<file path="src/rtl/fetch_ctrl_pkg.sv">
// rtl/fetch_ctrl_pkg.sv - shared types and helpers for the instruction-fetch sequencer
// Contents: fetch_state_t FSM encoding, data/address widths, fetch_entry_t
// FIFO payload, and pc_legal() fetch-address legality check.
package fetch_ctrl_pkg;

    localparam int INSTR_W = 32;
    localparam int ADDR_W  = 32;

    typedef enum logic [1:0] {
        BOOT  = 2'd0,
        RUN   = 2'd1,
        FAULT = 2'd2
    } fetch_state_t;

    typedef struct packed {
        logic [ADDR_W-1:0]  pc;
        logic [INSTR_W-1:0] instr;
    } fetch_entry_t;

    // The last byte of the word is computed one bit wider so that an address
    // near 2^32 cannot wrap back into range and look legal.
    function automatic logic pc_legal(input logic [ADDR_W-1:0] pc,
                                      input int unsigned       mem_bytes);
        logic [ADDR_W:0] last_byte;
        last_byte = {1'b0, pc} + 33'd3;
        return (pc[1:0] == 2'b00) && (last_byte < {1'b0, mem_bytes});
    endfunction

endpackage

</file>
<file path="src/rtl/fetch_ctrl_if.sv">
// rtl/fetch_ctrl_if.sv - fetch-to-decode valid/ready handshake bundle
// Signals: out_valid (head valid), out_ready (decode accepts head),
// out_pc (PC of head), out_instr (head instruction word).
// master: fetch side, slave: decode side.
interface fetch_ctrl_if;
    import fetch_ctrl_pkg::*;

    logic               out_valid;
    logic               out_ready;
    logic [ADDR_W-1:0]  out_pc;
    logic [INSTR_W-1:0] out_instr;

    modport master (output out_valid, output out_pc, output out_instr, input out_ready);
    modport slave  (input out_valid, input out_pc, input out_instr, output out_ready);

endinterface

</file>
<file path="src/rtl/fetch_fifo.sv">
// rtl/fetch_fifo.sv - synchronous FIFO of fetch entries with flush
// Ports: clk, rst (sync, active-high), push/wdata, pop, flush (empties the
// FIFO, wins over push/pop), rdata (head entry), count (occupancy).
// The caller never pushes when full without popping, nor pops when empty.
module fetch_fifo
    import fetch_ctrl_pkg::*;
#(
    parameter int DEPTH = 2
) (
    input  logic                   clk,
    input  logic                   rst,
    input  logic                   push,
    input  fetch_entry_t           wdata,
    input  logic                   pop,
    input  logic                   flush,
    output fetch_entry_t           rdata,
    output logic [$clog2(DEPTH):0] count
);

    localparam int AW = $clog2(DEPTH);
    localparam int CW = AW + 1;

    fetch_entry_t  mem [DEPTH];
    logic [AW-1:0] wptr;
    logic [AW-1:0] rptr;

    // Storage is cleared on reset so the head reads as all-zero out of reset.
    always_ff @(posedge clk) begin
        if (rst) begin
            wptr  <= '0;
            rptr  <= '0;
            count <= '0;
            for (int i = 0; i < DEPTH; i++) begin
                mem[i] <= '0;
            end
        end else if (flush) begin
            wptr  <= '0;
            rptr  <= '0;
            count <= '0;
        end else begin
            if (push) begin
                mem[wptr] <= wdata;
                wptr      <= wptr + 1'b1;
            end
            if (pop) begin
                rptr <= rptr + 1'b1;
            end
            count <= count + CW'(push) - CW'(pop);
        end
    end

    assign rdata = mem[rptr];

endmodule

</file>
<file path="src/rtl/fetch_ctrl.sv">
// rtl/fetch_ctrl.sv - instruction-fetch sequencer: PC, redirect, fault, fetch FIFO
// Ports: clk, rst (sync, active-high); imem_addr/imem_data combinational
// instruction memory; redirect_valid/redirect_pc branch/jump target;
// dec (fetch_ctrl_if.master) decode handshake; fault/fault_pc sticky fault.
module fetch_ctrl
    import fetch_ctrl_pkg::*;
#(
    parameter logic [ADDR_W-1:0] RESET_PC   = 32'h0000_0000,
    parameter int unsigned       MEM_BYTES  = 128,
    parameter int                FIFO_DEPTH = 2
) (
    input  logic               clk,
    input  logic               rst,
    output logic [ADDR_W-1:0]  imem_addr,
    input  logic [INSTR_W-1:0] imem_data,
    input  logic               redirect_valid,
    input  logic [ADDR_W-1:0]  redirect_pc,
    fetch_ctrl_if.master       dec,
    output logic               fault,
    output logic [ADDR_W-1:0]  fault_pc
);

    localparam int CW = $clog2(FIFO_DEPTH) + 1;

    fetch_state_t      state, state_n;
    logic [ADDR_W-1:0] pc, pc_n;
    logic [ADDR_W-1:0] fault_pc_n;
    logic              push, pop, flush, fetch_en;
    logic [CW-1:0]     count;
    fetch_entry_t      wentry, head;

    assign pop      = dec.out_valid && dec.out_ready;
    // A slot frees up at this edge if the head is accepted, so a full FIFO
    // still fetches every cycle while decode keeps up.
    assign fetch_en = (count < CW'(FIFO_DEPTH)) || pop;

    always_ff @(posedge clk) begin
        if (rst) begin
            state    <= BOOT;
            pc       <= RESET_PC;
            fault_pc <= '0;
        end else begin
            state    <= state_n;
            pc       <= pc_n;
            fault_pc <= fault_pc_n;
        end
    end

    always_comb begin
        state_n    = state;
        pc_n       = pc;
        fault_pc_n = fault_pc;
        push       = 1'b0;
        flush      = 1'b0;
        case (state)
            BOOT: begin
                // Redirects are ignored while booting.
                state_n = RUN;
            end
            RUN, FAULT: begin
                if (redirect_valid) begin
                    flush = 1'b1;
                    pc_n  = redirect_pc;
                    if (pc_legal(redirect_pc, MEM_BYTES)) begin
                        state_n = RUN;
                    end else begin
                        state_n    = FAULT;
                        fault_pc_n = redirect_pc;
                    end
                end else if ((state == RUN) && fetch_en) begin
                    if (pc_legal(pc, MEM_BYTES)) begin
                        push = 1'b1;
                        pc_n = pc + 32'd4;
                    end else begin
                        state_n    = FAULT;
                        fault_pc_n = pc;
                    end
                end
            end
            default: begin
                state_n = BOOT;
            end
        endcase
    end

    assign wentry.pc    = pc;
    assign wentry.instr = imem_data;

    fetch_fifo #(
        .DEPTH (FIFO_DEPTH)
    ) u_fifo (
        .clk   (clk),
        .rst   (rst),
        .push  (push),
        .wdata (wentry),
        .pop   (pop),
        .flush (flush),
        .rdata (head),
        .count (count)
    );

    assign imem_addr     = pc;
    assign fault         = (state == FAULT);
    assign dec.out_valid = (count != '0);
    assign dec.out_pc    = head.pc;
    assign dec.out_instr = head.instr;

endmodule

</file>
<file path="src/flat_wrapper.sv">
// flat-port wrapper written by rule: the top's interface ports become plain ports
module fetch_ctrl_flat import fetch_ctrl_pkg::*;
#(
    parameter logic [ADDR_W-1:0] RESET_PC   = 32'h0000_0000,
    parameter int unsigned       MEM_BYTES  = 128,
    parameter int                FIFO_DEPTH = 2
)
  (clk, rst, imem_addr, imem_data, redirect_valid, redirect_pc, fault, fault_pc, dec_out_valid, dec_out_pc, dec_out_instr, dec_out_ready);
  fetch_ctrl_if dec_i ();
  input  logic clk;
  input  logic rst;
  output logic [ADDR_W-1:0] imem_addr;
  input  logic [INSTR_W-1:0] imem_data;
  input  logic redirect_valid;
  input  logic [ADDR_W-1:0] redirect_pc;
  output logic fault;
  output logic [ADDR_W-1:0] fault_pc;
  output wire logic [$bits(dec_i.out_valid)-1:0] dec_out_valid;
  output wire logic [$bits(dec_i.out_pc)-1:0] dec_out_pc;
  output wire logic [$bits(dec_i.out_instr)-1:0] dec_out_instr;
  input wire logic [$bits(dec_i.out_ready)-1:0] dec_out_ready;
  assign dec_out_valid = dec_i.out_valid;
  assign dec_out_pc = dec_i.out_pc;
  assign dec_out_instr = dec_i.out_instr;
  assign dec_i.out_ready = dec_out_ready;
  fetch_ctrl #(.RESET_PC(RESET_PC), .MEM_BYTES(MEM_BYTES), .FIFO_DEPTH(FIFO_DEPTH)) u_core (.clk(clk), .rst(rst), .imem_addr(imem_addr), .imem_data(imem_data), .redirect_valid(redirect_valid), .redirect_pc(redirect_pc), .dec(dec_i), .fault(fault), .fault_pc(fault_pc));
endmodule
</file>
<file path="config.mk">
export PLATFORM = sky130hd
export DESIGN_NAME = fetch_ctrl_flat
export DESIGN_NICKNAME = d
export VERILOG_FILES = /design/src/rtl/fetch_ctrl_pkg.sv /design/src/rtl/fetch_ctrl_if.sv /design/src/rtl/fetch_fifo.sv /design/src/rtl/fetch_ctrl.sv /design/src/flat_wrapper.sv
export SDC_FILE = /design/constraint.sdc
export NUM_CORES = 1
export LEC_CHECK = 0
export CAP_MARGIN = 5
export CORE_ASPECT_RATIO = 1.4
export CORE_MARGIN = 2
export CORE_UTILIZATION = 47
export DETAILED_ROUTE_END_ITERATION = 8
export MAX_ROUTING_LAYER = met4
export PLACE_DENSITY = 0.74
export SYNTH_ARGS = -nofsm -noshare
export SYNTH_HDL_FRONTEND = slang
export SYNTH_SLANG_ARGS = --single-unit
</file>
<file path="constraint.sdc">
create_clock -name clk -period 8.05 [get_ports clk]
set_clock_uncertainty 0.15 [all_clocks]
set_input_delay 2.0125 -clock clk [delete_from_list [all_inputs] [get_ports clk]]
set_output_delay 2.0125 -clock clk [all_outputs]
set_load 0.02 [all_outputs]
</file>
==> results.toml <==
# yosys + openroad results
[drt]
wl_per_cell_um = 20.1
wirelength_um = 27400
drt_iter0_drc = 562
antenna_left = 0
first_pass_iters = 5
vias_per_cell = 5.85

[yosys]
async_flop_share_pct = 0
yosysWarnings = 0
avgSynthCellArea_um2 = 11.0
yosysSeqAreaShare_pct = 54.2
synth_cells = 881
ff_type = "edfxtp_1"
synthDominantCellAreaShare_pct = 39.6
ys_chip_area_um2 = 9720
edf_count = 128
area_leaders = "edfxtp_1 40%, dfxtp_1 15%, mux2_2 7.4%"
ys_types = 62
yosysCellCount = 881

[sta]
finalSetupTns_ns = 0
period_needed_ns = 5.87
relSlewSlack_pct = 24.6
rsz0062_at_grt = "no"
report.final.slew_viol_count = 0
hold_violations = 0
max_freq_mhz = 170
finalSetupViolations = 0
worstMarginPinSlew_ns = 1.13
fin_crit_sh_pct = 73.0

[worst_setup_path]
crit_type = "input port to flop"
critPathRequiredTime_ns = 8.26
cp-startpoint = "redirect_pc[10]"
worstSetupStartpointType = "input port"
cp-end-kind = "flop"
path_max_fanout = 27

[placed_design]
place.gp.congestion = 0.942
dp_hpwl_um = 18600
buffer_ports.inserted = 197

[outcome]
status = "finished clean"

[finish]
lay_top_count = "clkdlybuf4s50_1"
final_net_count = 1169
finish.utilization_pct = 61.8
final_cell_mix = "196 x clkdlybuf4s50_1, 128 x edfxtp_1, 78 x and2_1"
area.growth.synth_to_final_pct = 29.8
antennaDiodeCount = 0

[cts]
cts_tree = "built"
clk_path_buf_depth = 2
cts_hold_buf = 0
cts_made_buffers = 17
ctsResizeCount = 0
clockRootBuffer = "clkbuf_16"
clock_latency_ns = 0.43
cts_setup_buffers = 0
cts.sinks = 199
clk_pin_slew_ns = 0.07
htree_levels = 4

[power]
pwr_density_cell_nw_per_um2 = 263
static-leakage-power_nw = 4.37
vdd_ir_drop_max_v = 0.000151

[die]
fp_util_pct = 47.6
die_area_um2 = 21900
fp.dieW_um = 126
num_io_pins = 198
chipHeight_um = 174

[hold_path]
hold_path.class = "flop to flop"
min_from = "u_core.fault_pc[9]$_SDFFE_PP0P_"

[job]
cap_viol_max_count = 0

[global_routing]
antenna_found_initial = 0
grt_use_total_pct = 25.4
grt_max_degree = 65
grt_remaining_overflow = 0
==> path summary, 6_finish.rpt <==
path	end	slack, ns	depth (start not counted)
setup reg to reg	u_core.u_fifo.mem[0][28]$_SDFFCE_PN0P_	3.37	8
hold / removal	u_core.fault_pc[9]$_SDFFE_PP0P_	0.37	2
hold reg to reg	u_core.fault_pc[9]$_SDFFE_PP0P_	0.37	2
setup / recovery	u_core.fault_pc[21]$_SDFFE_PP0P_	2.18	10
==> registers in the layout (all words and copies together) (netlist names), named ones only <==
signal               count
u_core.u_fifo.mem      128
u_core.fault_pc         32
u_core.imem_addr        32
u_core.state             2
u_core.u_fifo.count      2
u_core.u_fifo.rptr       1
u_core.u_fifo.wptr       1
==> report_power, final <==
group | internal, W | total [W] | switching, W
sequential | 0.00122 | 0.00138 | 0.000159
clock | 0.000491 | 0.000872 | 0.000381
combinational | 0.000463 | 0.00107 | 0.000603
total | 0.00217 | 0.00332 | 0.00114
==> metal layers <==
| layer | routed length [um] | vias up | part of all wire, % | GRT usage, % |
|---|---|---|---|---|
| met5 | 0 | - | 0 | - |
| met4 | 1480 | 0 | 5.4 | 14.1 |
| met3 | 1690 | 77 | 6.2 | 4.59 |
| met2 | 13700 | 370 | 50 | 41.8 |
| met1 | 10600 | 3824 | 39 | 29.3 |
| li1 | - | 3696 | - | - |
==> synthesized netlist by cell type, types with 9 or more instances <==
library cell and number:
a211oi_1 11, a21oi_1 51, or4_1 9, nor4_1 21, inv_1 12, nor4b_1 19, nor2_1 39, nand2_1 49
mux2_2 64, and2_1 78, buf_2 11, a311oi_1 12, nand4_1 20, mux2i_1 10, o21ai_0 40, nand3_1 13
edfxtp_1 128, dfxtp_1 71, o31ai_1 10, clkbuf_1 46, nor3_1 43, a22oi_1 11
==> per-stage QoR <==
stage,instances,setup slack (ns),total power [W],instance area (um2),hold WS (ns)
after global placement,1331,1.78,0.00244,12000,0.355
after detailed placement,1331,1.77,0.00245,12000,0.361
after floorplan,934,0.306,0.00200,9920,0.360
after CTS,1363,2.21,0.00333,12600,0.373
final,1363,2.18,0.00332,12600,0.370
after global routing,1363,1.91,0.00347,12600,0.395
==> logic make-up after synthesis <==
| kind of cell | share of synthesized area (%) |
|---|---|
| and+or+nand+nor | 20.4 |
| DFF | 54.2 |
| AOI/OAI and AO/OA | 11.2 |
| buffers and inverters | 3.76 |
| muxes | 8.45 |
| xor gates and xnor gates | 1.08 |
| adders and majority gates | 0.901 |
| other | 0.0386 |
==> worst max-delay path, stage by stage <==
cell,delay [ns]
clkdlybuf4s50_1,0.61
o211ai_1,0.23
nor4_1,0.89
mux2i_1,0.27
a22oi_1,0.09
nor4_1,0.42
nand3_1,0.66
buf_4,0.49
and4_1,0.24
nor3_1,0.16
==> final cells by class <==
class | count | area, um2 | share of cell area, %
repair buffers | 209 | 2060 | 16.3
flip-flops and latches | 199 | 5270 | 41.7
inverters | 13 | 48.8 | 0.387
clock inverters | 15 | 174 | 1.38
clock buffers | 17 | 425 | 3.37
well taps | 256 | 320 | 2.54
multi-input cells | 654 | 4320 | 34.3
==> images/drive_strength.png <==
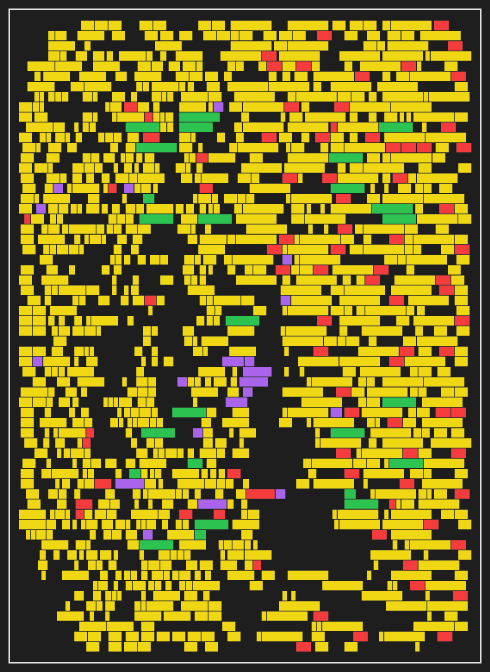
Red marks drive 2, cells 84, share 7.6%. Green marks drive 6 and up, cells 25, share 2.3%. Purple marks drive 3 to 4, cells 20, share 1.8%. Yellow marks drive 1 or less, cells 978, share 88%.

==> images/wire_density.png <==
25 x 35 tiles, from dark blue (low) to red (high), scaled to the fullest tile. Values are wire area over tile area, all layers added.
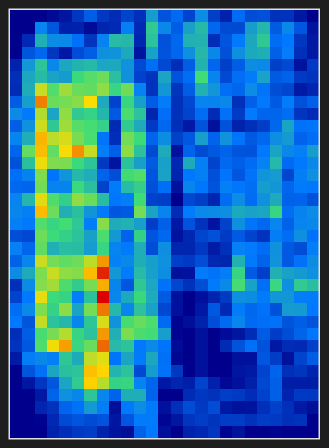
The densest ninth of the die: middle left. 5.7% of the tiles are nearly empty. The mean over all tiles is 0.21. 12% of the tiles are over half the peak.

==> images/registers.png <==
Scale bar: 50 um.
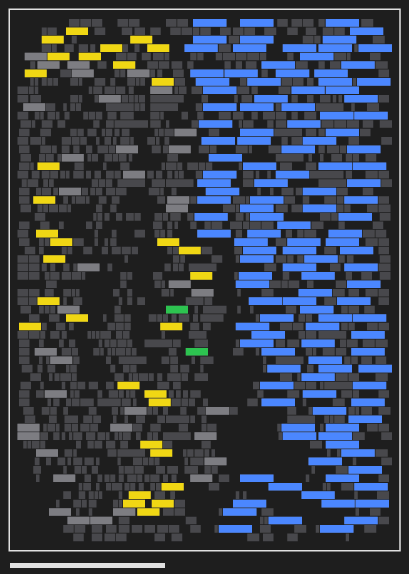
Yellow marks u_core.fault_pc, flops 32. Green marks u_core.state, flops 2. Blue marks u_core.u_fifo.mem, flops 128.
Another 37 sequential cells are not colored.

==> images/clock_map.png <==
Scale bar: 50 um.
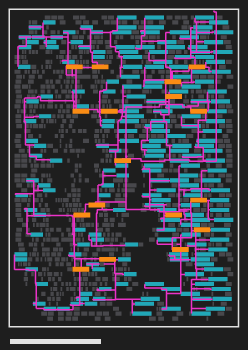
Cyan marks flip-flops, count 199. Magenta marks clock wires, length 2230 um. Orange marks cells driving clock nets, count 17.
There are 18 routed clock nets. Position of the flops: all over the die.

==> images/final_placement.png <==
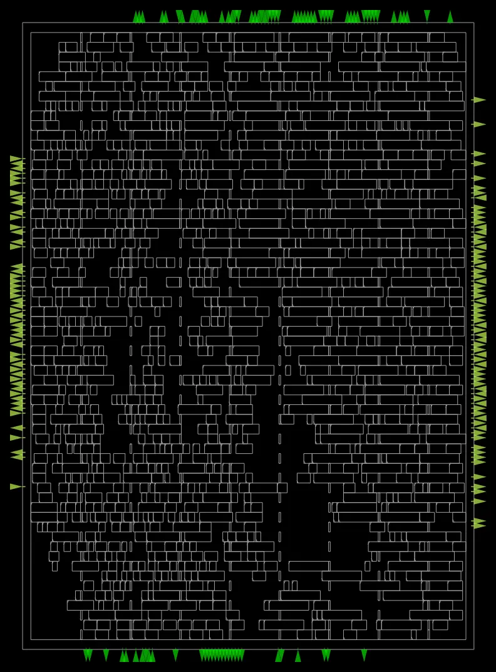
registers: 199
Filler cells: 1697
row cnt: 62
Seq area share: 41.7%
tap cells: 256

No activity file was given, so power comes from the tool's default toggle rates.
